[src/rtl/seq_multiplier_if.sv]
// Start/busy/valid handshake bundle for the shared sequential multiplier.
// Signals:
//   start_i   request a new multiplication (master -> slave)
//   signed_i  1 = two's-complement operands, 0 = unsigned (master -> slave)
//   a_i, b_i  multiplicand / multiplier, WIDTH bits (master -> slave)
//   busy_o    multiplier is stepping through partial products (slave -> master)
//   valid_o   result_o holds a completed product (slave -> master)
//   result_o  2*WIDTH-bit product (slave -> master)
interface seq_multiplier_if #(
    parameter int unsigned WIDTH = 8
);
    localparam int unsigned PW = 2 * WIDTH;

    logic             start_i;
    logic             signed_i;
    logic [WIDTH-1:0] a_i;
    logic [WIDTH-1:0] b_i;
    logic             busy_o;
    logic             valid_o;
    logic [PW-1:0]    result_o;

    modport master (
        output start_i,
        output signed_i,
        output a_i,
        output b_i,
        input  busy_o,
        input  valid_o,
        input  result_o
    );

    modport slave (
        input  start_i,
        input  signed_i,
        input  a_i,
        input  b_i,
        output busy_o,
        output valid_o,
        output result_o
    );
endinterface

[src/rtl/seq_multiplier.sv]
// Sequential shift-and-add multiplier, WIDTH x WIDTH -> 2*WIDTH, one
// partial-product step per clock. Signed operation multiplies magnitudes
// and negates the final sum, so the datapath itself is purely unsigned.
// Ports:
//   clk_i   rising-edge clock
//   rst_i   synchronous active-high reset; aborts any running operation
//   mul_if  slave side of seq_multiplier_if (start/signed/a/b in,
//           busy/valid/result out); its WIDTH must match this module's
module seq_multiplier #(
    parameter int unsigned WIDTH = 8
) (
    input  logic           clk_i,
    input  logic           rst_i,
    seq_multiplier_if.slave mul_if
);
    localparam int unsigned PW    = 2 * WIDTH;
    localparam int unsigned CNT_W = $clog2(WIDTH);

    typedef enum logic [1:0] {
        S_IDLE = 2'd0,
        S_CALC = 2'd1,
        S_DONE = 2'd2
    } state_t;

    state_t             state_q,  state_d;
    logic [PW-1:0]      mcand_q,  mcand_d;   // |a| shifted left once per step
    logic [WIDTH-1:0]   mplier_q, mplier_d;  // |b| shifted right; bit 0 is the current step's bit
    logic [PW-1:0]      acc_q,    acc_d;
    logic               neg_q,    neg_d;
    logic [CNT_W-1:0]   cnt_q,    cnt_d;
    logic [PW-1:0]      result_q, result_d;
    logic               busy_q,   busy_d;
    logic               valid_q,  valid_d;

    logic               a_neg_c;
    logic               b_neg_c;
    logic [WIDTH-1:0]   a_mag_c;
    logic [WIDTH-1:0]   b_mag_c;
    logic [PW-1:0]      acc_sum_c;
    logic               last_step_c;

    // Operand magnitudes at capture; |-2^(W-1)| wraps to 2^(W-1), which is correct as unsigned
    always_comb begin
        a_neg_c = mul_if.signed_i & mul_if.a_i[WIDTH-1];
        b_neg_c = mul_if.signed_i & mul_if.b_i[WIDTH-1];
        a_mag_c = a_neg_c ? (~mul_if.a_i + WIDTH'(1)) : mul_if.a_i;
        b_mag_c = b_neg_c ? (~mul_if.b_i + WIDTH'(1)) : mul_if.b_i;
    end

    // Accumulator update for the current step
    always_comb begin
        acc_sum_c   = acc_q + (mplier_q[0] ? mcand_q : '0);
        last_step_c = (cnt_q == CNT_W'(WIDTH - 1));
    end

    // Next-state and datapath control
    always_comb begin
        state_d  = state_q;
        mcand_d  = mcand_q;
        mplier_d = mplier_q;
        acc_d    = acc_q;
        neg_d    = neg_q;
        cnt_d    = cnt_q;
        result_d = result_q;

        unique case (state_q)
            S_IDLE, S_DONE: begin
                if (mul_if.start_i) begin
                    state_d  = S_CALC;
                    mcand_d  = PW'(a_mag_c);
                    mplier_d = b_mag_c;
                    neg_d    = a_neg_c ^ b_neg_c;
                    acc_d    = '0;
                    cnt_d    = '0;
                end
            end
            S_CALC: begin
                acc_d    = acc_sum_c;
                mcand_d  = mcand_q << 1;
                mplier_d = mplier_q >> 1;
                if (last_step_c) begin
                    // Negating zero yields zero mod 2^PW, so -0 never appears
                    result_d = neg_q ? (~acc_sum_c + PW'(1)) : acc_sum_c;
                    state_d  = S_DONE;
                end else begin
                    cnt_d = cnt_q + CNT_W'(1);
                end
            end
            default: state_d = S_IDLE;
        endcase

        busy_d  = (state_d == S_CALC);
        valid_d = (state_d == S_DONE);
    end

    // State and datapath registers
    always_ff @(posedge clk_i) begin
        if (rst_i) begin
            state_q  <= S_IDLE;
            mcand_q  <= '0;
            mplier_q <= '0;
            acc_q    <= '0;
            neg_q    <= 1'b0;
            cnt_q    <= '0;
            result_q <= '0;
            busy_q   <= 1'b0;
            valid_q  <= 1'b0;
        end else begin
            state_q  <= state_d;
            mcand_q  <= mcand_d;
            mplier_q <= mplier_d;
            acc_q    <= acc_d;
            neg_q    <= neg_d;
            cnt_q    <= cnt_d;
            result_q <= result_d;
            busy_q   <= busy_d;
            valid_q  <= valid_d;
        end
    end

    assign mul_if.busy_o   = busy_q;
    assign mul_if.valid_o  = valid_q;
    assign mul_if.result_o = result_q;
endmodule
[src/flat_wrapper.sv]
// flat-port wrapper written by rule: the top's interface ports become plain ports
module seq_multiplier_flat 
#(
    parameter int unsigned WIDTH = 8
)
  (clk_i, rst_i, mul_if_start_i, mul_if_signed_i, mul_if_a_i, mul_if_b_i, mul_if_busy_o, mul_if_valid_o, mul_if_result_o);
  seq_multiplier_if #(.WIDTH(WIDTH)) mul_if_i ();
  input  logic clk_i;
  input  logic rst_i;
  input wire logic [$bits(mul_if_i.start_i)-1:0] mul_if_start_i;
  input wire logic [$bits(mul_if_i.signed_i)-1:0] mul_if_signed_i;
  input wire logic [$bits(mul_if_i.a_i)-1:0] mul_if_a_i;
  input wire logic [$bits(mul_if_i.b_i)-1:0] mul_if_b_i;
  output wire logic [$bits(mul_if_i.busy_o)-1:0] mul_if_busy_o;
  output wire logic [$bits(mul_if_i.valid_o)-1:0] mul_if_valid_o;
  output wire logic [$bits(mul_if_i.result_o)-1:0] mul_if_result_o;
  assign mul_if_i.start_i = mul_if_start_i;
  assign mul_if_i.signed_i = mul_if_signed_i;
  assign mul_if_i.a_i = mul_if_a_i;
  assign mul_if_i.b_i = mul_if_b_i;
  assign mul_if_busy_o = mul_if_i.busy_o;
  assign mul_if_valid_o = mul_if_i.valid_o;
  assign mul_if_result_o = mul_if_i.result_o;
  seq_multiplier #(.WIDTH(WIDTH)) u_core (.clk_i(clk_i), .rst_i(rst_i), .mul_if(mul_if_i));
endmodule
[config.mk]
export PLATFORM = sky130hd
export DESIGN_NAME = seq_multiplier_flat
export DESIGN_NICKNAME = d
export VERILOG_FILES = /design/src/rtl/seq_multiplier_if.sv /design/src/rtl/seq_multiplier.sv /design/src/flat_wrapper.sv
export SDC_FILE = /design/constraint.sdc
export NUM_CORES = 1
export LEC_CHECK = 0
export ABC_AREA = 1
export CORE_MARGIN = 4
export CORE_UTILIZATION = 52
export CTS_BUF_LIST = sky130_fd_sc_hd__clkbuf_2
export CTS_CLUSTER_DIAMETER = 40
export CTS_CLUSTER_SIZE = 16
export DETAILED_ROUTE_END_ITERATION = 16
export DONT_BUFFER_PORTS = 1
export PLACE_DENSITY = 0.7
export SYNTH_ARGS = -nofsm -noshare
export SYNTH_HDL_FRONTEND = slang
export SYNTH_SLANG_ARGS = --single-unit
[constraint.sdc]
create_clock -name clk_i -period 2.77 [get_ports clk_i]
set_clock_uncertainty 0.15 [all_clocks]
set_input_delay 0.554 -clock clk_i [delete_from_list [all_inputs] [get_ports clk_i]]
set_output_delay 0.554 -clock clk_i [all_outputs]
set_load 0.03 [all_outputs]
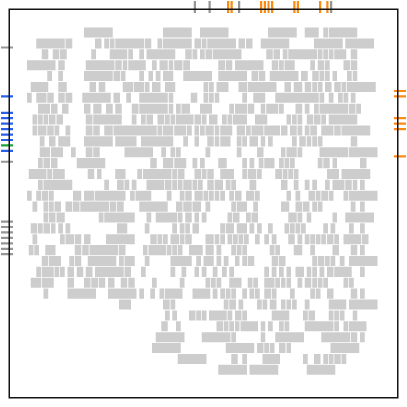
**Above:** run 1 (pin map).
Drawn at 4 px/µm. Pins as bars across the die edge, other pins in gray.
[blue] mul_if_b_i | pins: 8 | direction: input | edge: west
[green] mul_if_signed_i | pins: 1 | direction: input | edge: west
[orange] mul_if_result_o | pins: 16 | direction: output | edge: 10 north, 6 east

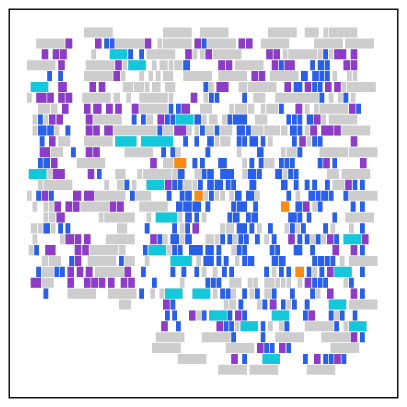
**Above:** run 1 (logic cells by family).
Drawn at 4 px/µm.
[orange] AND and OR gates | cells: 4 | most used: and2_1
[purple] inverting AOI/OAI gates | cells: 127 | most used: a21oi_1 | where: spread over the die
[blue] NAND gates | cells: 261 | most used: nand2_1
[cyan] adder and majority cells | cells: 21 | most used: ha_1
multi-input logic portion of the cell area: 54.8%
fin cells: 763
Top cell excl fill/tap: nand2_1

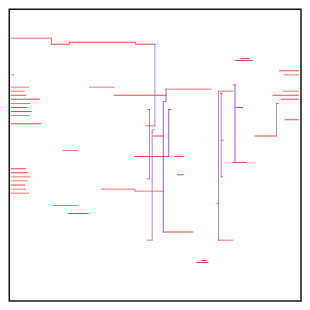
**Above:** run 1 (wiring by layer).
Drawn at 3 px/µm. Two of the layers only.
[purple] met4 | wire length: 265 µm
[red] met3 | wire length: 339 µm
gr usage total: 21.7%
final wirelength: 10.0 mm
Via Count: 3,948

==> results.sh, run 1 <==
# flow metrics
export IMPL_pg_comb_uw=280
export IMPL_crit_top_cell="nor2_1"
export IMPL_path_class="reg -> reg"
export IMPL_yosys_area_share_adder_pct=6.60
export IMPL_crit_chain="nand2_1, inv_1, ha_2, fa_2, inv_2, ha_1, inv_1, nor2_2, nand3_1, nor2_1, nand2_1, nand2_2, nand2_2, nor2_4, a21oi_1, nor2_1, nor2_1"
export IMPL_overflow=0
export IMPL_largest_class="logic gates"
export IMPL_combGateArea_um2=2430
export IMPL_power_group_top="sequential cells"
export IMPL_placed_cells=744
export IMPL_regArea_um2=1280
export IMPL_worst_skew_pair_late_latency_ps=500
export IMPL_power_clock_uw=665
export IMPL_syn_inst=652
export IMPL_syn_nets=693
export IMPL_routedWlPerCell_um=13.1
export IMPL_cp_endpoint="u_core.mul_if.result_o[14]"
export IMPL_placed_cell_area_um2=4230
export IMPL_clock_area_share_pct=3.19
export IMPL_rsz0062_at_grt="yes"
export IMPL_use_met2_pct=37.8
export IMPL_nClkBuffers=9
export IMPL_cts_setup_buffers=0
export IMPL_yosysUniqueCellTypes=34
export IMPL_tool_warnings=27
export IMPL_inv_count=87
export IMPL_rrSetupSlack_ps=200
export IMPL_fin_crit_sh_pct=92.9
export IMPL_io_pins=38
export IMPL_timing_hold_ws_ps=51.8
export IMPL_swShare_pct=29.9
export IMPL_slew_violations=0
export IMPL_grt_pass1_vias=3741
export IMPL_whs_path_depth=2
export IMPL_route_met2_wl_mm=4.95
export IMPL_routed_via_density=5.17
export IMPL_setup_ws_ps=195
export IMPL_outcome="finished, final reports clean"
export IMPL_route_detailed_drc=0
export IMPL_ctsHtreeMaxLevel=3
export IMPL_cp_slowest_cell="fa_2"
export IMPL_yosys_cells=652
export IMPL_clockPowerShare_pct=34.5
export IMPL_antenna_left=0
export IMPL_vdd_ir_drop_max_uv=225
export IMPL_fin_area_um2=4440
export IMPL_top_area_cell="dfxtp_1"
export IMPL_comb_power_share_pct=14.5
export IMPL_path_buffers=3
export IMPL_buffers_excl_clock=14
export IMPL_arrival_ps=2830
export IMPL_grt_max_degree=36
export IMPL_n_tap_cell=102
export IMPL_area_delta_synth_final_pct=8.28
export IMPL_seq_cells=64
export IMPL_wl_met3_um=338
export IMPL_synth_edff_count=0
export IMPL_endpoint_kind="flop"
export IMPL_dieArea_um2=9360
export IMPL_dp_hpwl_mm=7.42
export IMPL_ctsHoldBuffers=2
export IMPL_ys_top_cells_by_count="nand2_1, inv_1, a21oi_1, dfxtp_1, o21ai_0"
export IMPL_power_leakage_uw=0.00221
export IMPL_mux_area_share_pct=0
export IMPL_path_max_fanout=6
export IMPL_crit_cells=17
export IMPL_crit_family="simple AND/OR/NAND/NOR gates"
export IMPL_seq_share_pct=28.9
export IMPL_worstSetupStartpoint="u_core.mplier_q[0]"
export IMPL_powerDensity_nw_per_um2=434
export IMPL_grtUsageMet3_pct=3.89
export IMPL_ys_chip_area_um2=4100
export IMPL_ys_warn_count=0
export IMPL_hp_class="in -> reg"
export IMPL_clkTransAtPathRegs_ps=200
export IMPL_holdPathEnd="u_core.mplier_q[7]"
export IMPL_fp_util_pct=53.3
export IMPL_min_from="mul_if_b_i[7]"
export IMPL_dieWidth_um=96.8
export IMPL_cts_buffers=9
export IMPL_yosys_area_share_simple_pct=32.5
export IMPL_antenna_cells=0
export IMPL_preCtsSetupSlack_ps=155
export IMPL_worst_r2r_path_depth=17
export IMPL_grt_first_pass_wirelength_mm=17.1
export IMPL_fillers=784
export IMPL_cts_resized=0
export IMPL_antenna_found_initial=0
export IMPL_p_total_uw=1930
export IMPL_final_nonclk_buf_share_pct=2.79
export IMPL_setup_tns_ps=0
export IMPL_setup_viol=0
export IMPL_cts_tree="yes"
export IMPL_p_sw_uw=576
export IMPL_syn_area_per_cell_um2=6.28
export IMPL_met1Wirelength_mm=4.45
export IMPL_ff_type="dfxtp_1"
export IMPL_cts_sinks=64
export IMPL_root_buffer="clkbuf_2"
export IMPL_numPortBuffers=0
export IMPL_top_cell="nand2_1"
export IMPL_pg_seq_uw=982
export IMPL_r2r_start="u_core.mplier_q[0]"
export IMPL_use_met1_pct=26.2
export IMPL_core_area_um2=7690
export IMPL_fin_util_pct=57.7
export IMPL_drt_iter0_markers=188
export IMPL_final_layout_size_suffix_gt1_share_pct=9.83
export IMPL_required_ps=3030
export IMPL_top_cells_by_area="dfxtp_1, nand2_1, a21oi_1, inv_1, ha_1"
export IMPL_syn_area_um2=4100
export IMPL_logic_gates=480
export IMPL_ys_seq_share_pct=31.3
export IMPL_num_rows=32
export IMPL_top_logic_kind="simple AND/OR/NAND/NOR gates"
export IMPL_seqPwrFrac_pct=51.0
export IMPL_die_h_um=96.8
export IMPL_max_stage_delay_ps=460
export IMPL_ys_async_sr_fraction_pct=0
export IMPL_max_freq_mhz=388
export IMPL_worst_pin_slew_ps=737
export IMPL_nets=697
export IMPL_top_area_share_pct=31.3
export IMPL_synth_compound_gate_area_share_pct=16.5
export IMPL_synth_flops=64
export IMPL_start_kind="flop"
export IMPL_firstDrtPassIters=4
export IMPL_timing_rr_end="u_core.mul_if.result_o[14]"
export IMPL_xor_share_pct=3.21
export IMPL_top_layer_used="met4"
export IMPL_fin_crit_ps=2570
export IMPL_final_layout_top_logic_cells="nand2_1, inv_1, a21oi_1"
export IMPL_top_usage_layer="met2"
export IMPL_clk_path_buf_depth=2
export IMPL_place_gp_congestion=0.960
export IMPL_hold_viol_final=0
**Run 1: metal 4**

Drawn at 4 px/µm.
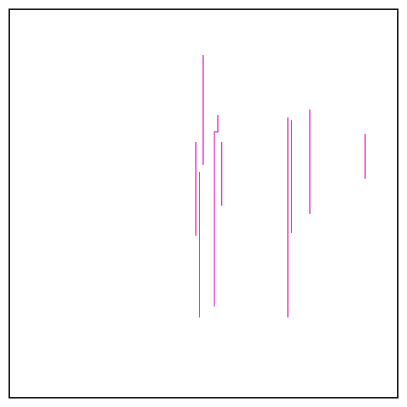

==> inputs of run 2 (changes only) <==
- CAP_MARGIN: not set -> 15
- CORE_ASPECT_RATIO: not set -> 1.1
- CTS_CLUSTER_SIZE: 16 -> not set
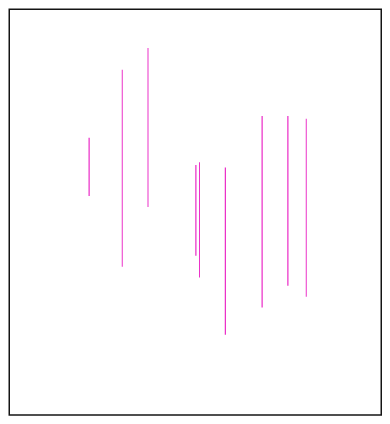
**Above:** run 2 (metal 4).
Drawn at 4 px/µm.
share of all routed wire: 3.4%
nets with wire on the layer: 8
final wirelength: 9.80 mm
Via Count: 4,057

==> results.sh, run 2 <==
# flow metrics
export IMPL_fin_crit_sh_pct=91.9
export IMPL_wl_met3_um=400
export IMPL_ctsHoldBuffers=1
export IMPL_lay_top_count="nand2_1"
export IMPL_n_tap_cell=105
export IMPL_syn_area_per_cell_um2=6.28
export IMPL_crit_top_cell="nand2_1"
export IMPL_cts_resized=0
export IMPL_cts_sinks=64
export IMPL_route_detailed_drc=0
export IMPL_placed_cells=742
export IMPL_setup_viol=0
export IMPL_met1Wirelength_mm=4.14
export IMPL_cts_buffers=9
export IMPL_inv_count=87
export IMPL_place_gp_congestion=0.915
export IMPL_dp_hpwl_mm=7.16
export IMPL_hold_viol_final=0
export IMPL_powerDensity_nw_per_um2=440
export IMPL_final_layout_size_suffix_gt1_share_pct=10.8
export IMPL_seqPwrFrac_pct=50.1
export IMPL_cp_slowest_cell="dfxtp_2"
export IMPL_grtUsageTotal_pct=21.7
export IMPL_clockPowerShare_pct=35.6
export IMPL_crit_family="simple AND/OR/NAND/NOR gates"
export IMPL_ys_top_cells_by_count="nand2_1, inv_1, a21oi_1, dfxtp_1, o21ai_0"
export IMPL_slew_violations=0
export IMPL_grtUsageMet3_pct=3.73
export IMPL_timing_hold_ws_ps=28.1
export IMPL_whs_path_depth=2
export IMPL_combGateArea_um2=2480
export IMPL_required_ps=3060
export IMPL_area_delta_synth_final_pct=8.80
export IMPL_swShare_pct=30.6
export IMPL_ys_async_sr_fraction_pct=0
export IMPL_die_h_um=101
export IMPL_ys_seq_share_pct=31.3
export IMPL_outcome="finished, final reports clean"
export IMPL_power_leakage_uw=0.00220
export IMPL_cts_tree="yes"
export IMPL_power_group_top="sequential cells"
export IMPL_yosys_area_share_simple_pct=32.5
export IMPL_syn_area_um2=4100
export IMPL_power_clock_uw=698
export IMPL_setup_ws_ps=226
export IMPL_drt_iter0_markers=202
export IMPL_tool_warnings=26
export IMPL_overflow=0
export IMPL_grt_first_pass_wirelength_mm=16.6
export IMPL_grt_pass1_vias=3814
export IMPL_p_total_uw=1960
export IMPL_top_area_share_pct=31.3
export IMPL_ys_chip_area_um2=4100
export IMPL_top_usage_layer="met2"
export IMPL_use_met2_pct=40.2
export IMPL_min_from="mul_if_b_i[7]"
export IMPL_routed_via_density=5.32
export IMPL_use_met1_pct=24.0
export IMPL_fillers=763
export IMPL_top_cell="nand2_1"
export IMPL_holdPathEnd="u_core.mplier_q[7]"
export IMPL_route_met2_wl_mm=4.92
export IMPL_placed_cell_area_um2=4200
export IMPL_routedWlPerCell_um=12.9
export IMPL_fin_util_pct=59.0
export IMPL_path_class="reg -> reg"
export IMPL_logic_gates=480
export IMPL_p_sw_uw=600
export IMPL_setup_tns_ps=0
export IMPL_top_cells_by_area="dfxtp_1, nand2_1, a21oi_1, inv_1, ha_1"
export IMPL_synth_compound_gate_area_share_pct=16.5
export IMPL_pg_comb_uw=280
export IMPL_xor_share_pct=3.21
export IMPL_synth_edff_count=0
export IMPL_vdd_ir_drop_max_uv=229
export IMPL_cts_setup_buffers=0
export IMPL_nets=693
export IMPL_fp_util_pct=54.2
export IMPL_seq_share_pct=28.8
export IMPL_worst_pin_slew_ps=751
export IMPL_final_nonclk_buf_share_pct=1.97
export IMPL_clkTransAtPathRegs_ps=200
export IMPL_dieWidth_um=92.6
export IMPL_regArea_um2=1280
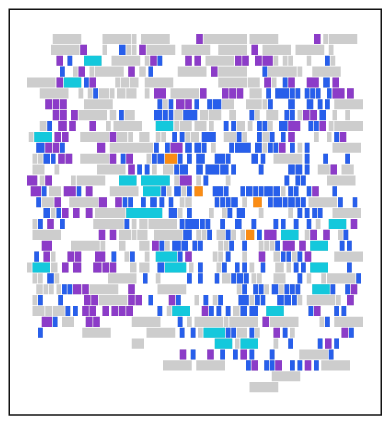
**Above:** run 2 (logic cells by family).
Drawn at 4 px/µm.
multi-input logic portion of the cell area: 55.6%
fin cells: 762

